File: src/rtl/ddr_frame_reader_if.sv
`default_nettype none
// ============================================================================
//  Module   : ddr_frame_reader_if
//  Brief    : AXI read-channel and output-FIFO write bundle for the frame reader
//  Revision : 1.0 - initial release
// ============================================================================
interface ddr_frame_reader_if #(
    parameter int CTRL_ADDR_WIDTH = 28,
    parameter int DATA_WIDTH      = 256
);
    logic [CTRL_ADDR_WIDTH-1:0] axi_araddr;
    logic [3:0]                 axi_arlen;
    logic                       axi_arvalid;
    logic                       axi_arready;
    logic [DATA_WIDTH-1:0]      axi_rdata;
    logic                       axi_rvalid;
    logic                       axi_rlast;
    logic                       fifo_afull;
    logic                       fifo_wen;
    logic [DATA_WIDTH-1:0]      fifo_wdata;

    modport master (
        output axi_araddr, axi_arlen, axi_arvalid,
        input  axi_arready, axi_rdata, axi_rvalid, axi_rlast,
        input  fifo_afull,
        output fifo_wen, fifo_wdata
    );

    modport slave (
        input  axi_araddr, axi_arlen, axi_arvalid,
        output axi_arready, axi_rdata, axi_rvalid, axi_rlast,
        output fifo_afull,
        input  fifo_wen, fifo_wdata
    );
endinterface
`default_nettype wire

File: src/rtl/ddr_frame_reader.sv
`default_nettype none
// ============================================================================
//  Module   : ddr_frame_reader
//  Brief    : AXI read master streaming a stored frame from DDR to the output FIFO
//  Revision : 1.0 - initial release
// ============================================================================
module ddr_frame_reader #(
    parameter int                         CTRL_ADDR_WIDTH = 28,
    parameter int                         MEM_DQ_WIDTH    = 32,
    parameter logic [CTRL_ADDR_WIDTH-1:0] AXI_RADDR_BASE  = '0,
    parameter int                         FRAME_BURSTS    = 16200,
    parameter int                         BEAT_ADDR_INC   = 8
) (
    input  wire                core_clk,
    input  wire                ddr_rst,
    input  wire                ddr_init_done,
    input  wire                frame_start,
    output logic               frame_done,
    output logic               rd_err,
    ddr_frame_reader_if.master bus
);
    localparam int c_data_w = MEM_DQ_WIDTH * 8;
    localparam int c_idx_w  = (FRAME_BURSTS > 1) ? $clog2(FRAME_BURSTS) : 1;
    localparam logic [c_idx_w-1:0]         c_last_idx   = c_idx_w'(FRAME_BURSTS - 1);
    localparam logic [CTRL_ADDR_WIDTH-1:0] c_burst_step = CTRL_ADDR_WIDTH'(16 * BEAT_ADDR_INC);

    typedef enum logic [4:0] {
        S_IDLE       = 5'b00001,
        S_WAIT_FRAME = 5'b00010,
        S_CHECK      = 5'b00100,
        S_RD_ADDR    = 5'b01000,
        S_RD_DATA    = 5'b10000
    } state_t;

    state_t                     r_state, w_state_nxt;
    logic [c_idx_w-1:0]         r_burst_idx, w_burst_idx_nxt;
    logic [3:0]                 r_beat_cnt, w_beat_cnt_nxt;
    logic                       r_restart_pend, w_restart_pend_nxt;
    logic                       r_arvalid, w_arvalid_nxt;
    logic [CTRL_ADDR_WIDTH-1:0] r_araddr, w_araddr_nxt;
    logic [3:0]                 r_arlen, w_arlen_nxt;
    logic                       r_frame_done, w_frame_done_nxt;
    logic                       r_rd_err, w_rd_err_nxt;
    logic                       r_fifo_wen;
    logic [c_data_w-1:0]        r_fifo_wdata;

    logic                       w_in_data;
    logic [c_idx_w-1:0]         w_idx_eff;

    assign w_in_data = (r_state == S_RD_DATA);
    // A frame_start seen in S_CHECK rewinds the very burst about to be issued
    assign w_idx_eff = frame_start ? '0 : r_burst_idx;

    always_comb begin
        w_state_nxt        = r_state;
        w_burst_idx_nxt    = r_burst_idx;
        w_beat_cnt_nxt     = r_beat_cnt;
        w_restart_pend_nxt = r_restart_pend;
        w_arvalid_nxt      = r_arvalid;
        w_araddr_nxt       = r_araddr;
        w_arlen_nxt        = r_arlen;
        w_frame_done_nxt   = 1'b0;
        w_rd_err_nxt       = r_rd_err;

        if (bus.axi_rvalid && !w_in_data) begin
            w_rd_err_nxt = 1'b1;
        end

        case (r_state)
            S_IDLE: begin
                if (ddr_init_done) begin
                    w_state_nxt = S_WAIT_FRAME;
                end
            end
            S_WAIT_FRAME: begin
                if (frame_start) begin
                    w_burst_idx_nxt = '0;
                    w_state_nxt     = S_CHECK;
                end
            end
            S_CHECK: begin
                w_burst_idx_nxt = w_idx_eff;
                if (!bus.fifo_afull) begin
                    w_arvalid_nxt = 1'b1;
                    w_araddr_nxt  = AXI_RADDR_BASE + CTRL_ADDR_WIDTH'(w_idx_eff) * c_burst_step;
                    w_arlen_nxt   = 4'hf;
                    w_state_nxt   = S_RD_ADDR;
                end
            end
            S_RD_ADDR: begin
                if (frame_start) begin
                    w_restart_pend_nxt = 1'b1;
                end
                if (r_arvalid && bus.axi_arready) begin
                    w_arvalid_nxt  = 1'b0;
                    w_beat_cnt_nxt = '0;
                    w_state_nxt    = S_RD_DATA;
                end
            end
            S_RD_DATA: begin
                if (frame_start) begin
                    w_restart_pend_nxt = 1'b1;
                end
                if (bus.axi_rvalid) begin
                    if (bus.axi_rlast) begin
                        if (r_beat_cnt != 4'd15) begin
                            w_rd_err_nxt = 1'b1;
                        end
                        w_beat_cnt_nxt = '0;
                        // Restart beats frame completion when both land together
                        if (r_restart_pend || frame_start) begin
                            w_burst_idx_nxt    = '0;
                            w_restart_pend_nxt = 1'b0;
                            w_state_nxt        = S_CHECK;
                        end else if (r_burst_idx == c_last_idx) begin
                            w_frame_done_nxt = 1'b1;
                            w_burst_idx_nxt  = '0;
                            w_state_nxt      = S_WAIT_FRAME;
                        end else begin
                            w_burst_idx_nxt = r_burst_idx + c_idx_w'(1);
                            w_state_nxt     = S_CHECK;
                        end
                    end else if (r_beat_cnt == 4'd15) begin
                        w_rd_err_nxt = 1'b1;
                    end else begin
                        w_beat_cnt_nxt = r_beat_cnt + 4'd1;
                    end
                end
            end
            default: begin
                w_state_nxt = S_IDLE;
            end
        endcase
    end

    always_ff @(posedge core_clk or posedge ddr_rst) begin
        if (ddr_rst) begin
            r_state        <= S_IDLE;
            r_burst_idx    <= '0;
            r_beat_cnt     <= '0;
            r_restart_pend <= 1'b0;
            r_arvalid      <= 1'b0;
            r_araddr       <= '0;
            r_arlen        <= '0;
            r_frame_done   <= 1'b0;
            r_rd_err       <= 1'b0;
            r_fifo_wen     <= 1'b0;
            r_fifo_wdata   <= '0;
        end else begin
            r_state        <= w_state_nxt;
            r_burst_idx    <= w_burst_idx_nxt;
            r_beat_cnt     <= w_beat_cnt_nxt;
            r_restart_pend <= w_restart_pend_nxt;
            r_arvalid      <= w_arvalid_nxt;
            r_araddr       <= w_araddr_nxt;
            r_arlen        <= w_arlen_nxt;
            r_frame_done   <= w_frame_done_nxt;
            r_rd_err       <= w_rd_err_nxt;
            r_fifo_wen     <= bus.axi_rvalid && w_in_data;
            r_fifo_wdata   <= bus.axi_rdata;
        end
    end

    assign bus.axi_arvalid = r_arvalid;
    assign bus.axi_araddr  = r_araddr;
    assign bus.axi_arlen   = r_arlen;
    assign bus.fifo_wen    = r_fifo_wen;
    assign bus.fifo_wdata  = r_fifo_wdata;
    assign frame_done      = r_frame_done;
    assign rd_err          = r_rd_err;

endmodule
`default_nettype wire

File: src/flat_wrapper.sv
// flat-port wrapper written by rule: the top's interface ports become plain ports
module ddr_frame_reader_flat 
#(
    parameter int                         CTRL_ADDR_WIDTH = 28,
    parameter int                         MEM_DQ_WIDTH    = 32,
    parameter logic [CTRL_ADDR_WIDTH-1:0] AXI_RADDR_BASE  = '0,
    parameter int                         FRAME_BURSTS    = 16200,
    parameter int                         BEAT_ADDR_INC   = 8
)
  (core_clk, ddr_rst, ddr_init_done, frame_start, frame_done, rd_err, bus_axi_araddr, bus_axi_arlen, bus_axi_arvalid, bus_axi_arready, bus_axi_rdata, bus_axi_rvalid, bus_axi_rlast, bus_fifo_afull, bus_fifo_wen, bus_fifo_wdata);
  ddr_frame_reader_if #(.CTRL_ADDR_WIDTH(CTRL_ADDR_WIDTH), .DATA_WIDTH(((32) * 8))) bus_i ();
  input  wire core_clk;
  input  wire ddr_rst;
  input  wire ddr_init_done;
  input  wire frame_start;
  output logic frame_done;
  output logic rd_err;
  output wire logic [$bits(bus_i.axi_araddr)-1:0] bus_axi_araddr;
  output wire logic [$bits(bus_i.axi_arlen)-1:0] bus_axi_arlen;
  output wire logic [$bits(bus_i.axi_arvalid)-1:0] bus_axi_arvalid;
  input wire logic [$bits(bus_i.axi_arready)-1:0] bus_axi_arready;
  input wire logic [$bits(bus_i.axi_rdata)-1:0] bus_axi_rdata;
  input wire logic [$bits(bus_i.axi_rvalid)-1:0] bus_axi_rvalid;
  input wire logic [$bits(bus_i.axi_rlast)-1:0] bus_axi_rlast;
  input wire logic [$bits(bus_i.fifo_afull)-1:0] bus_fifo_afull;
  output wire logic [$bits(bus_i.fifo_wen)-1:0] bus_fifo_wen;
  output wire logic [$bits(bus_i.fifo_wdata)-1:0] bus_fifo_wdata;
  assign bus_axi_araddr = bus_i.axi_araddr;
  assign bus_axi_arlen = bus_i.axi_arlen;
  assign bus_axi_arvalid = bus_i.axi_arvalid;
  assign bus_i.axi_arready = bus_axi_arready;
  assign bus_i.axi_rdata = bus_axi_rdata;
  assign bus_i.axi_rvalid = bus_axi_rvalid;
  assign bus_i.axi_rlast = bus_axi_rlast;
  assign bus_i.fifo_afull = bus_fifo_afull;
  assign bus_fifo_wen = bus_i.fifo_wen;
  assign bus_fifo_wdata = bus_i.fifo_wdata;
  ddr_frame_reader #(.CTRL_ADDR_WIDTH(CTRL_ADDR_WIDTH), .MEM_DQ_WIDTH(MEM_DQ_WIDTH), .AXI_RADDR_BASE(AXI_RADDR_BASE), .FRAME_BURSTS(FRAME_BURSTS), .BEAT_ADDR_INC(BEAT_ADDR_INC)) u_core (.core_clk(core_clk), .ddr_rst(ddr_rst), .ddr_init_done(ddr_init_done), .frame_start(frame_start), .frame_done(frame_done), .rd_err(rd_err), .bus(bus_i));
endmodule
File: config.mk
export PLATFORM = sky130hd
export DESIGN_NAME = ddr_frame_reader_flat
export DESIGN_NICKNAME = d
export VERILOG_FILES = /design/src/rtl/ddr_frame_reader_if.sv /design/src/rtl/ddr_frame_reader.sv /design/src/flat_wrapper.sv
export SDC_FILE = /design/constraint.sdc
export NUM_CORES = 1
export LEC_CHECK = 0
export ABC_AREA = 1
export CAP_MARGIN = 40
export CORE_AREA = 2 2 219 221
export DETAILED_ROUTE_END_ITERATION = 8
export DIE_AREA = 0 0 221 223
export GPL_TIMING_DRIVEN = 0
export PLACE_DENSITY = 0.56
export SLEW_MARGIN = 20
export SYNTH_ARGS = -nofsm -noshare
export SYNTH_HDL_FRONTEND = slang
export SYNTH_SLANG_ARGS = --single-unit
File: constraint.sdc
create_clock -name core_clk -period 17 [get_ports core_clk]
set_clock_uncertainty 0.2 [all_clocks]
set_input_delay 3.4 -clock core_clk [delete_from_list [all_inputs] [get_ports core_clk]]
set_output_delay 3.4 -clock core_clk [all_outputs]
set_load 0.05 [all_outputs]
Run 1, routed metal, one color a layer:
Drawn at 2 px/um. Only two layers are drawn.
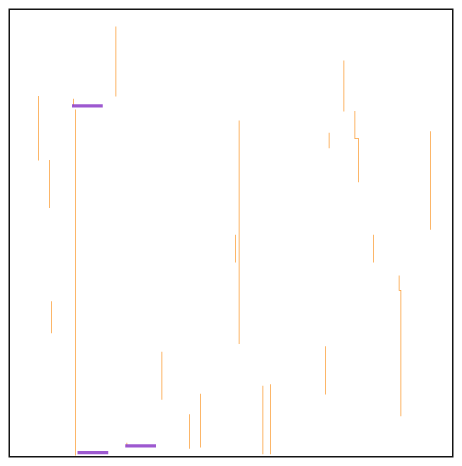
color	layer	wire length
orange	met4	772 um
purple	met5	41.4 um
final routed wirelength across all metal layers: 33100 um
routed len/inst: 17.5 um
vias after detailed routing: 6881
global-route usage over all layers: 13.3%

Run 1, metal 1:
Drawn at 2 px/um. Supply wires on this layer in gray.
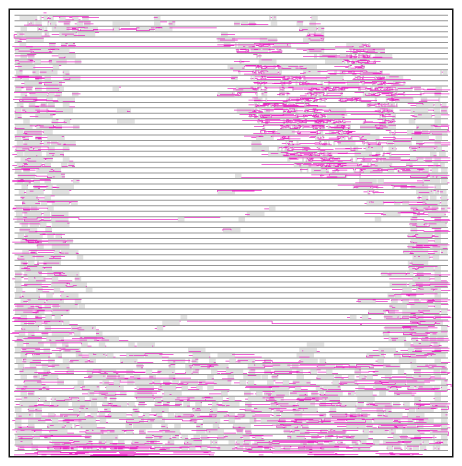
nets with wire on the layer	1325
main direction	horizontal
longest straight run	113 um
share of all routed wire	35%
wire length on this layer	11800 um
met1 usage: 13.8%

==> changes_impl.md, run 1 <==
### Implementation results

- Longest Clk Path Bufs: 3
- Yosys reg bits: roughly 300
- Cells traversed along the worst timing path: buf_4 > clkdlybuf4s50_1
- Portion of synthesized cell area occupied by the leading cell type: 81.7%
- Gp weighted congestion: 0.826
- Layout cell share with drive strength beyond 1: 8.10%
- Number of setup buffers added after CTS: 0
- Power in combinational cells: a little over 500 uW
- Accumulated negative setup slack: 0 ns
- Psw: between 600 and 700 uW
- Cell Count Post-Placement: around 1800
- Largest fanout on the critical path: 5
- Number of instances in the synthesized netlist: 654
- Mapped Avg Cell Area: ~14 um2
- Met1 Wirelength: 11800 um
- Sequential Area: 0.00748 mm2
- Headroom to the max-slew limit: 48.1%
- Global route overflow: 0
- Crit path time final: 5.47 ns
- Nets: 1515
- Length of the first detailed-routing pass in iterations: 4
- Filler Cell Count: 4659
- 1st-iter DRT viols: 300
- P_int: approximately 1.4 mW
- Final critical-path setup slack: 11.53 ns
- Wire length of the first global-routing pass: ~48000 um
- Reg2reg setup slack: 15.14 ns
- Biggest cell delay along the critical path: 0.79 ns
- Critical Path Start Type: register
- Number of levels in the clock H-tree: 2
- Number of antenna violations at the first check in global routing: 6
- Post-place setup slack: 11.75 ns
- Area of the synthesized netlist per yosys stat: 0.00913 mm2
- Count of warning messages emitted by the tools: 27
- Half-perimeter wire length of the detailed placement result: 26600 um
- Pin count of the biggest net entering global routing: 93
- Number of buffers created by CTS: 35
- Standby leakage power: 7.20 nW
- Clk sink count: 299
- Sequential Power Share: slightly below 40%
- FP Util: just under 20%
- Share of total power in the clock network: ~36%
- Top power group: registers
- Outcome: complete, no violations
- Met3 routed wirelength: just over 4000 um
- Arrival time of data at the critical path endpoint: 1.87 ns
- Max Freq: 0.183 GHz
- Comb power frac: about a quarter
- Worst reg-to-reg path cell count: 8
- Detailed route wirelength on metal2: 16400 um
- Clock group total power: 745 uW
- Worst setup path startpoint: u_core.bus.axi_arlen[0]
- Total die size: 0.0493 mm2
- Family with the most delay on the worst path: buffers and inverters
- Area added between synthesis and finish: 81.7%
- Sequential area share after synthesis: 82.0%
- CTS tree: built
- Crit Reg-Reg Endpoint: u_core.r_burst_idx[2]
- Total chip power: 2.07 mW
- Cell area after synthesis: 0.00913 mm2
- Hold buffer count at CTS: 0
- Leading register cell type out of synthesis: dfrtp_1
- End of the worst hold path: u_core.bus.axi_araddr[16]
Run 1, track usage over the die:
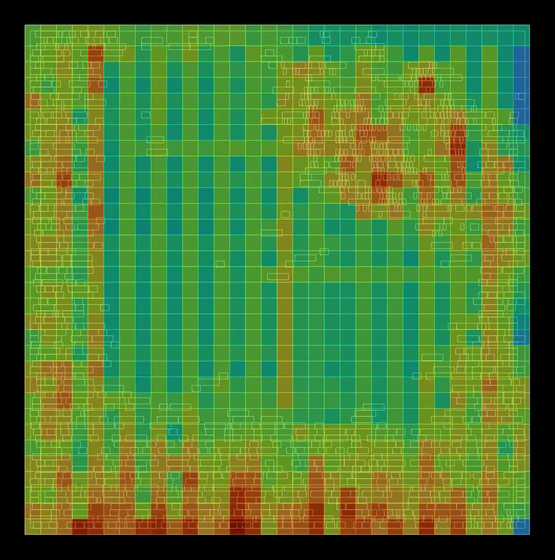
Top Usage Layer GRT: met2
met2 track demand over resource in global routing: 23.0%
global routing met3 resource utilization: 7.41%
final standard cell utilization of the core: 35.2%

==> run 1: through the flow <==
| stage | cell area, um2 | util (%) |
|---|---|---|
| final | 16600 | 35.2 |
| after global routing | 16600 | 35.2 |
| after floorplan | 9180 | - |
| after detailed placement | 15400 | 32.8 |
| after CTS | 16600 | 35.2 |
| after global placement | 15400 | 32.6 |
==> run 1: logic make-up after synthesis <==
family	count (synthesis)	synth area share [%]
DFF	299	82.0
and+or+nand+nor	258	12.1
buffers and inverters	69	3.78
AOI/OAI and AO/OA	16	0.932
xor gates and xnor gates	7	0.671
adders and majority gates	4	0.548
other	1	0.0411
==> run 1: final cells by class <==
cell class,count,area share (%)
sequential,299,45.1
inverter,41,0.973
multi-input combinational,299,8.14
timing repair buffer,543,33.1
tap,615,4.64
clock buffer,53,6.11
buffer,28,1.15
antenna,2,0.0302
clock inverter,9,0.777
==> run 1: cell usage in the layout (no fill, tap or decap), drive strengths merged <==
cell type,Yosys,final
dfrtp,298,298
buf,26,29
inv,41,45
diode,0,2
ha,4,4
nand4,11,11
nor4,1,1
o211ai,2,2
clkinv,0,2
conb,1,14
clkdlybuf4s50,0,540
xor2,6,6
nand3,22,22
clkbuf,2,55
xnor2,1,1
o21ai,9,9
nand2,153,153
dfstp,1,1
a21oi,5,5
clkinvlp,0,1
bufinv,0,2
nor3,3,3
nor2,67,67
or2,1,1
==> run 1: registers in the layout, summed over array words and instances (netlist names) <==
register                cells
u_core.rd_err               1
u_core.r_beat_cnt           4
u_core.r_restart_pend       1
u_core.frame_done           1
u_core.bus.axi_arvalid      1
u_core.r_state              5
u_core.bus.fifo_wen         1
u_core.bus.fifo_wdata     256
u_core.bus.axi_arlen        1
u_core.bus.axi_araddr      14
u_core.r_burst_idx         14
==> run 2: changes to the inputs <==
- CORE_AREA: 2 2 219 221 -> 2 2 214 216
- DIE_AREA: 0 0 221 223 -> 0 0 216 218
- PLACE_DENSITY: 0.56 -> 0.59
- clock period: 17 -> 4.7 ns (I/O delays scaled with it)
Run 2, sequential cells grouped by signal name:
Drawn at 2 px/um. Other sequential cells in the stronger gray, the rest of the logic in the fainter gray.
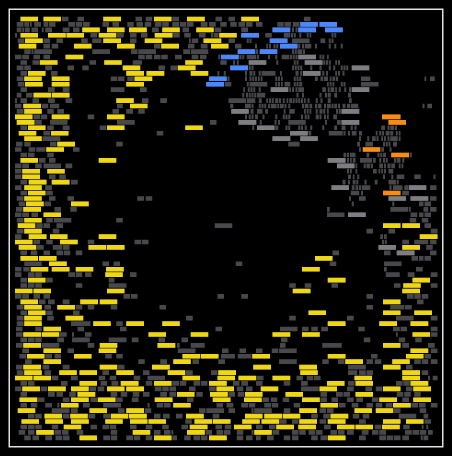
color	signal	sequential cells
yellow	u_core.bus.fifo_wdata	256
orange	u_core.r_state	5
blue	u_core.bus.axi_araddr	14
not colored	24
Sequential Area: 0.00748 mm2
register share of the cell area: 44.8%
final standard cell utilization of the core: 37.2%
Power Sequential: 2.94 mW

==> changes_impl.md, run 2 <==
### Implementation results

- Outcome: complete, no violations (unchanged)
- Number of buffers created by CTS: 35 (unchanged)
- Count of warning messages emitted by the tools: 28 (was 27)
- Length of the first detailed-routing pass in iterations: 5 (was 4)
- Number of antenna violations at the first check in global routing: 13 (was 6)
- Count of final setup violators: 0 (unchanged)
- Slew of the pin with the lowest slew margin: 0.778 ns (was 0.776 ns)
- Final design instance area without fill: 0.0167 mm2 (was 0.0166 mm2)
- Area of the synthesized netlist per yosys stat: 0.00913 mm2 (unchanged)
- Number of levels in the clock H-tree: 2 (unchanged)
- Largest fanout on the critical path: 1 (was 5)
- Hold buffer count at CTS: 0 (unchanged)
- Accumulated negative setup slack: 0 ns (unchanged)
- Peak supply drop: 0.296 mV (was 0.0934 mV)
- Startpoint of the most critical register-to-register path: u_core.r_state[1] (was u_core.r_state[0])
- Crit path time final: 3.02 ns
- Arrival time of data at the critical path endpoint: 1.88 ns (was 1.87 ns)
- Cell type with the highest aggregate area in the netlist: dfrtp_1 (unchanged)
- Number of placement rows: 78 (was 80)
- Yosys stat cell total: 654 (unchanged)
- Gp weighted congestion: 0.932 (was 0.826)
- Max-slew violation count: 0 (unchanged)
- 1st-iter DRT viols: 380 (was 300)
- Critical Path Start Type: register (unchanged)
- Class of the most critical hold timing path: register to register (unchanged)
- Biggest cell delay along the critical path: 0.99 ns (was 0.79 ns)
- End of the worst hold path: u_core.bus.axi_araddr[20] (was u_core.bus.axi_araddr[16])
- WP buf/inv: 1 (was 2)
- Leading register cell type out of synthesis: dfrtp_1 (unchanged)
- Cell at the slowest stage of the critical path: clkdlybuf4s50_1 (unchanged)
- Reg2reg setup slack: 2.79 ns (was 15.14 ns)
- CTS tree: built (unchanged)
- Crit Path Category: register to primary output (unchanged)
- Remaining routing DRC violations: 0 (unchanged)
- Sequential area share after synthesis: 82.0% (unchanged)
- Unrepaired setup endpoints after global routing: no (unchanged)
- Clk sink count: 299 (unchanged)
- Endpoint class of the critical path: primary output (unchanged)
- Total of warnings raised by yosys: 0 (unchanged)
- PD cells: 445 mW/mm2 (was 125 mW/mm2)
- Largest register FFs: 256 (unchanged)
- Pin count of the biggest net entering global routing: 35 (was 93)
- Via density per instance: 3.77 (was 3.64)
- Post-synth EDFFs: 0 (unchanged)
- Nets: 1523 (was 1515)
- FP Util: 20.3% (was 19.4%)
- Max Freq: 0.331 GHz
- Number of global-route vias before repair: 7723 (was 7330)
- Worst setup path startpoint: u_core.bus.fifo_wdata[49] (was u_core.bus.axi_arlen[0])
- Count of cells resized by post-cts repair: 0 (unchanged)
- Worst-Skew Late Latency: 0.52 ns (was 0.53 ns)
- Global-route usage over all layers: 16.2% (was 13.3%)
- Most frequent logic cell in the layout: clkdlybuf4s50_1 (unchanged)
- Routed len/inst: 20.2 um (was 17.5 um)
- Global route overflow: 0 (unchanged)
- Required time at the worst-slack endpoint: 3.56 ns (was 13.40 ns)
- Yosys reg bits: 299 (unchanged)
- Post-place setup slack: 1.98 ns (was 11.75 ns)
- Synth top cells by count: dfrtp_1 (298), nand2_1 (150), nor2_1 (57) (unchanged)
- Async set-reset flop share out of synthesis: 100% (unchanged)
- Cell area after synthesis: 0.00913 mm2 (unchanged)
- Total die size: 0.0471 mm2 (was 0.0493 mm2)
- Standby leakage power: 7.26 nW (was 7.20 nW)
- Hold path start: u_core.bus.axi_araddr[20] (was u_core.bus.axi_araddr[16])
- Floorplan die height: 218 um (was 223 um)
- Longest Clk Path Bufs: 3 (unchanged)
- Root buf cell: clkbuf_16 (unchanged)
- Cell area leaders: dfrtp_1 (82%), nand2_1 (6.2%), nor2_1 (2.3%) (unchanged)
- DRT antenna net count: 0 (unchanged)
- Crit Reg-Reg Endpoint: u_core.bus.axi_araddr[9] (was u_core.r_burst_idx[2])
- Cells traversed along the worst timing path: clkdlybuf4s50_1 (was buf_4 > clkdlybuf4s50_1)
- Layout cell share with drive strength beyond 1: 8.84% (was 8.10%)
- Final critical-path setup slack: 1.68 ns (was 11.53 ns)
- Mapped Avg Cell Area: 14.0 um2 (unchanged)
- Final routed wirelength across all metal layers: 38000 um (was 33100 um)
- Placement-stage cell area: 0.0156 mm2 (was 0.0154 mm2)
- Number of max-cap violations: 0 (unchanged)
- Part of the cycle the worst path needs: between 60% and 70%
- CORE AREA: 0.0449 mm2 (was 0.0471 mm2)
- Headroom to the max-slew limit: 48.0% (was 48.1%)
- Number of instances in the synthesized netlist: 654 (unchanged)
- Number of cells traversed by the worst hold path: 2 (unchanged)
- Leading cell type by number of instances after synthesis: dfrtp_1 (unchanged)
- Vias after detailed routing: 7081 (was 6881)
- Worst reg-to-reg path cell count: 9 (was 8)
- Area added between synthesis and finish: 82.8% (was 81.7%)
- Portion of synthesized cell area occupied by the leading cell type: 81.7% (unchanged)
- Half-perimeter wire length of the detailed placement result: 31500 um (was 26600 um)
- Clock-pin slew on the worst setup and hold paths: 0.06 ns (was 0.05 ns)
- Final tally of hold violations: 0 (unchanged)
- Port buffer count: 540 (unchanged)
- Total number of cells along the worst setup path: 1 (was 2)
- Count of boundary I/O pins: 556 (unchanged)
- Distinct cell type count of the synthesized netlist: 28 (unchanged)
- Family with the most delay on the worst path: buffers and inverters (unchanged)
- Number of setup buffers added after CTS: 0 (unchanged)
- Wire length of the first global-routing pass: 54400 um (was 48100 um)
- Critical path endpoint: bus_fifo_wdata[49] (was bus_axi_arlen[1])
- Commonest cells after routing, fill and taps aside: clkdlybuf4s50_1 (540), dfrtp_1 (298), nand2_1 (150) (unchanged)
- Die W: 216 um (was 221 um)
-- run 2: cell count changes in the layout (fill, tap and decap cells not counted), moves of 2 or more --
cell / before / now
clkinv_2: 2 / 4
buf_12: 0 / 9
bufinv_16: 2 / 0
clkbuf_1: 13 / 9
inv_8: 3 / 0
clkbuf_8: 7 / 9
clkinv_4: 0 / 2
-- run 2: cells by family after synthesis --
family                     after synthesis  synth area share, %
DFF                                    299                 82.0
and+or+nand+nor                        258                 12.1
buffers and inverters                   69                 3.78
AOI/OAI and AO/OA                       16                0.932
xor gates and xnor gates                 7                0.671
other                                    1               0.0411
adders and majority gates                4                0.548
-- run 2: per-stage QoR --
stage          cells  hold WS [ns]  power (mW)
3_5_place_dp    1818         0.265        4.86
6_report        1879         0.276        7.43
5_1_grt         1878         0.301        7.79
4_1_cts         1878         0.284        7.55
2_1_floorplan    667         0.284        4.05
3_3_place_gp    1807         0.258        4.83
-- run 2: per-layer routing --
metal	vias up	wire length, um	GRT usage (%)
met5	-	70	0
met4	14	916	5.43
met3	65	4360	7.67
met2	341	17500	25.4
met1	3467	15200	19.6
li1	3194	-	-
-- run 2: report_power, final --
part	switching, mW	internal (mW)	total (mW)
registers	0.135	2.80	2.94
clock network	1.08	1.55	2.63
logic	1.19	0.682	1.87
-- run 2: cell type report --
type	count	area, um2
well taps	600	751
multi-input cells	299	1350
clock inverters	8	62.6
repair buffers	551	5640
inverters	41	158
clock buffers	52	1050
diodes	1	2.50
fillers	4342	28200
plain buffers	28	191
flip-flops and latches	299	7480
==> run 3: changes to the inputs <==
- clock period: 4.7 -> 2.7 ns (I/O delays scaled with it)
Run 3, metal 1:
Drawn at 2 px/um. Supply wires on this layer in gray.
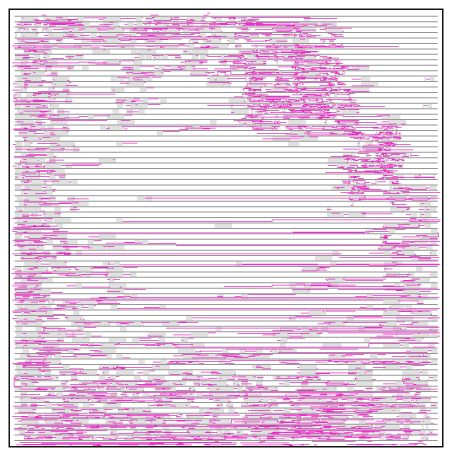
nets with wire on the layer	1341
longest straight run	174 um
share of all routed wire	40%
vias after detailed routing: 7081
final routed wirelength across all metal layers: 38000 um
met1 usage: 19.6%

==> changes_impl.md, run 3 <==
### Implementation results

- Outcome: complete, no violations (unchanged)
- Count of warning messages emitted by the tools: 28 (unchanged)
- Clk sink count: 299 (unchanged)
- Psw: 4.17 mW (was 2.40 mW)
- Standby leakage power: 7.26 nW (unchanged)
- Family with the most delay on the worst path: buffers and inverters (unchanged)
- Hold buffer count at CTS: 0 (unchanged)
- Number of buffers created by CTS: 35 (unchanged)
- Max-slew violation count: 0 (unchanged)
- Crit path time final: 2.62 ns
- Longest Clk Path Bufs: 3 (unchanged)
- Comb power frac: 25.1% (about the same)
- Top Usage Layer GRT: met2 (unchanged)
- Routed len/inst: 20.2 um (unchanged)
- Total of warnings raised by yosys: 0 (unchanged)
- Root buf cell: clkbuf_16 (unchanged)
- Clock group total power: 4.57 mW (was 2.63 mW)
- Async set-reset flop share out of synthesis: 100% (unchanged)
- Synth top cells by count: dfrtp_1 (298), nand2_1 (150), nor2_1 (57) (unchanged)
- Pin count of the biggest net entering global routing: 35 (unchanged)
- Largest fanout on the critical path: 1 (unchanged)
- Cell area after synthesis: 0.00913 mm2 (unchanged)
- Gp weighted congestion: 0.932 (unchanged)
- Total chip power: 12.9 mW (was 7.43 mW)
- Port buffer count: 540 (unchanged)
- Mapped Avg Cell Area: 14.0 um2 (unchanged)
- Commonest cells after routing, fill and taps aside: clkdlybuf4s50_1 (540), dfrtp_1 (298), nand2_1 (150) (unchanged)
- Arrival time of data at the critical path endpoint: 1.88 ns (about the same)
- Global-route usage over all layers: 16.2% (unchanged)
- Number of levels in the clock H-tree: 2 (unchanged)
- Switching part of the total: 32.3% (about the same)
- Wire length of the first global-routing pass: 54400 um (unchanged)
- Critical Path Start Type: register (unchanged)
- Half-perimeter wire length of the detailed placement result: 31500 um (unchanged)
- Layout cell share with drive strength beyond 1: 8.84% (unchanged)
- DRT antenna net count: 0 (unchanged)
- Max Freq: about 0.38 GHz
- Via density per instance: 3.77 (unchanged)
- CORE AREA: 0.0449 mm2 (unchanged)
- Endpoint class of the critical path: primary output (unchanged)
- Share of total power in the clock network: 35.3% (about the same)
- Peak supply drop: 0.516 mV (was 0.296 mV)
- Headroom to the max-slew limit: 48.0% (unchanged)
- Accumulated negative setup slack: 0 ns (unchanged)
- Count of cells resized by post-cts repair: 0 (unchanged)
- Met2 track demand over resource in global routing: 25.4% (unchanged)
- Length of the first detailed-routing pass in iterations: 5 (unchanged)
- Unrepaired setup endpoints after global routing: no (unchanged)
- Number of setup buffers added after CTS: 0 (unchanged)
- Total die size: 0.0471 mm2 (unchanged)
- WP buf/inv: 1 (unchanged)
- Area of the synthesized netlist per yosys stat: 0.00913 mm2 (unchanged)
- Number of global-route vias before repair: 7723 (unchanged)
- Power in combinational cells: 3.25 mW (was 1.87 mW)
- Number of antenna violations at the first check in global routing: 13 (unchanged)
- Worst-Skew Late Latency: 0.52 ns (about the same)
- Number of instances in the synthesized netlist: 654 (unchanged)
- Cells traversed along the worst timing path: clkdlybuf4s50_1 (unchanged)
- Area added between synthesis and finish: 82.8% (unchanged)
- Cell Count Post-Placement: 1818 (unchanged)
- FP Util: 20.3% (unchanged)
- Nets: 1523 (unchanged)
- Cell type with the highest aggregate area in the netlist: dfrtp_1 (unchanged)
- Clock-pin slew on the worst setup and hold paths: 0.06 ns (about the same)
- Portion of synthesized cell area occupied by the leading cell type: 81.7% (unchanged)
- Distinct cell type count of the synthesized netlist: 28 (unchanged)
- Sequential Power Share: 39.5% (about the same)
- Global route overflow: 0 (unchanged)
- Remaining routing DRC violations: 0 (unchanged)
- Part of the cycle the worst path needs: between 90% and 100%
- Class of the most critical hold timing path: primary input to async pin (was register to register)
- Biggest cell delay along the critical path: 0.99 ns (about the same)
- Yosys stat cell total: 654 (unchanged)
- Floorplan die height: 218 um (unchanged)
- Slew of the pin with the lowest slew margin: 0.778 ns (unchanged)
- Leading cell type by number of instances after synthesis: dfrtp_1 (unchanged)
- Most frequent logic cell in the layout: clkdlybuf4s50_1 (unchanged)
- Final standard cell utilization of the core: 37.2% (unchanged)
- Sequential area share after synthesis: 82.0% (unchanged)
- Cell area leaders: dfrtp_1 (82%), nand2_1 (6.2%), nor2_1 (2.3%) (unchanged)
- Number of placement rows: 78 (unchanged)
- Top power group: registers (unchanged)
- Count of boundary I/O pins: 556 (unchanged)
- Leading register cell type out of synthesis: dfrtp_1 (unchanged)
- Global routing met3 resource utilization: 7.67% (unchanged)
- Yosys reg bits: 299 (unchanged)
- Post-synth EDFFs: 0 (unchanged)
- Power Sequential: 5.12 mW (was 2.94 mW)
- Final tally of hold violations: 0 (unchanged)
- PD cells: 775 mW/mm2 (was 445 mW/mm2)
- Crit Path Category: register to primary output (unchanged)
- 1st-iter DRT viols: 380 (unchanged)
- Cell at the slowest stage of the critical path: clkdlybuf4s50_1 (unchanged)
- Count of placed standard cells in the final layout, fillers left out: 1879 (unchanged)
- Count of final setup violators: 0 (unchanged)
- P_int: 8.77 mW (was 5.04 mW)
- CTS tree: built (unchanged)
- Largest register FFs: 256 (unchanged)
- Die W: 216 um (unchanged)
- Required time at the worst-slack endpoint: 1.96 ns (was 3.56 ns)
- Number of max-cap violations: 0 (unchanged)
==> run 3: cell counts in the layout (fill, tap and decap cells not counted) <==
No cell type changed its count.
==> run 3: layout make-up <==
type	instances	area (um2)
Antenna cell	1	2.50
Buffer	28	191
Clock buffer	52	1050
Clock inverter	8	62.6
Fill cell	4342	28200
Inverter	41	158
Multi-Input combinational cell	299	1350
Sequential cell	299	7480
Tap cell	600	751
Timing Repair Buffer	551	5640
==> run 3: metrics by stage <==
stage / worst slack [ns] / cell area [um2] / hold WS [ns]
floorplan: -2.01 / 9180 / 0.284
global placement: -4.29 / 15300 / 0.258
detailed placement: 0.382 / 15600 / 0.265
CTS: 0.0318 / 16700 / 0.0746
global route: 0.00119 / 16700 / 0.0896
finish: 0.0830 / 16700 / 0.103
==> run 3: kinds of logic after synthesis <==
family	count (synthesis)	synth area share, %
flops	299	82.0
buf+inv	69	3.78
fa+ha+maj	4	0.548
compound gates	16	0.932
simple gates	258	12.1
xor+xnor	7	0.671
other cells	1	0.0411
==> run 3: final timing paths <==
kind	depth (start not counted)	slack, ns	end	start
max	1	0.08	bus_fifo_wdata[49]	u_core.bus.fifo_wdata[49]
min	2	0.10	u_core.bus.fifo_wen	ddr_rst
max reg2reg	9	0.79	u_core.bus.axi_araddr[9]	u_core.r_state[1]
min reg2reg	2	0.28	u_core.bus.axi_araddr[20]	u_core.bus.axi_araddr[20]
max in group asynchronous	5	1.27	u_core.bus.fifo_wdata[41]	ddr_rst
min in group core_clk	1	0.24	u_core.bus.fifo_wdata[195]	bus_axi_rdata[195]
==> run 3: metal layers <==
| metal | vias to the layer above | share of wire [%] |
|---|---|---|
| li1 | 3194 | - |
| met1 | 3467 | 40 |
| met2 | 341 | 46 |
| met3 | 65 | 11 |
| met4 | 14 | 2.4 |
| met5 | - | 0.18 |
Power figures rest on the tool's default switching activity, not on a simulated workload.
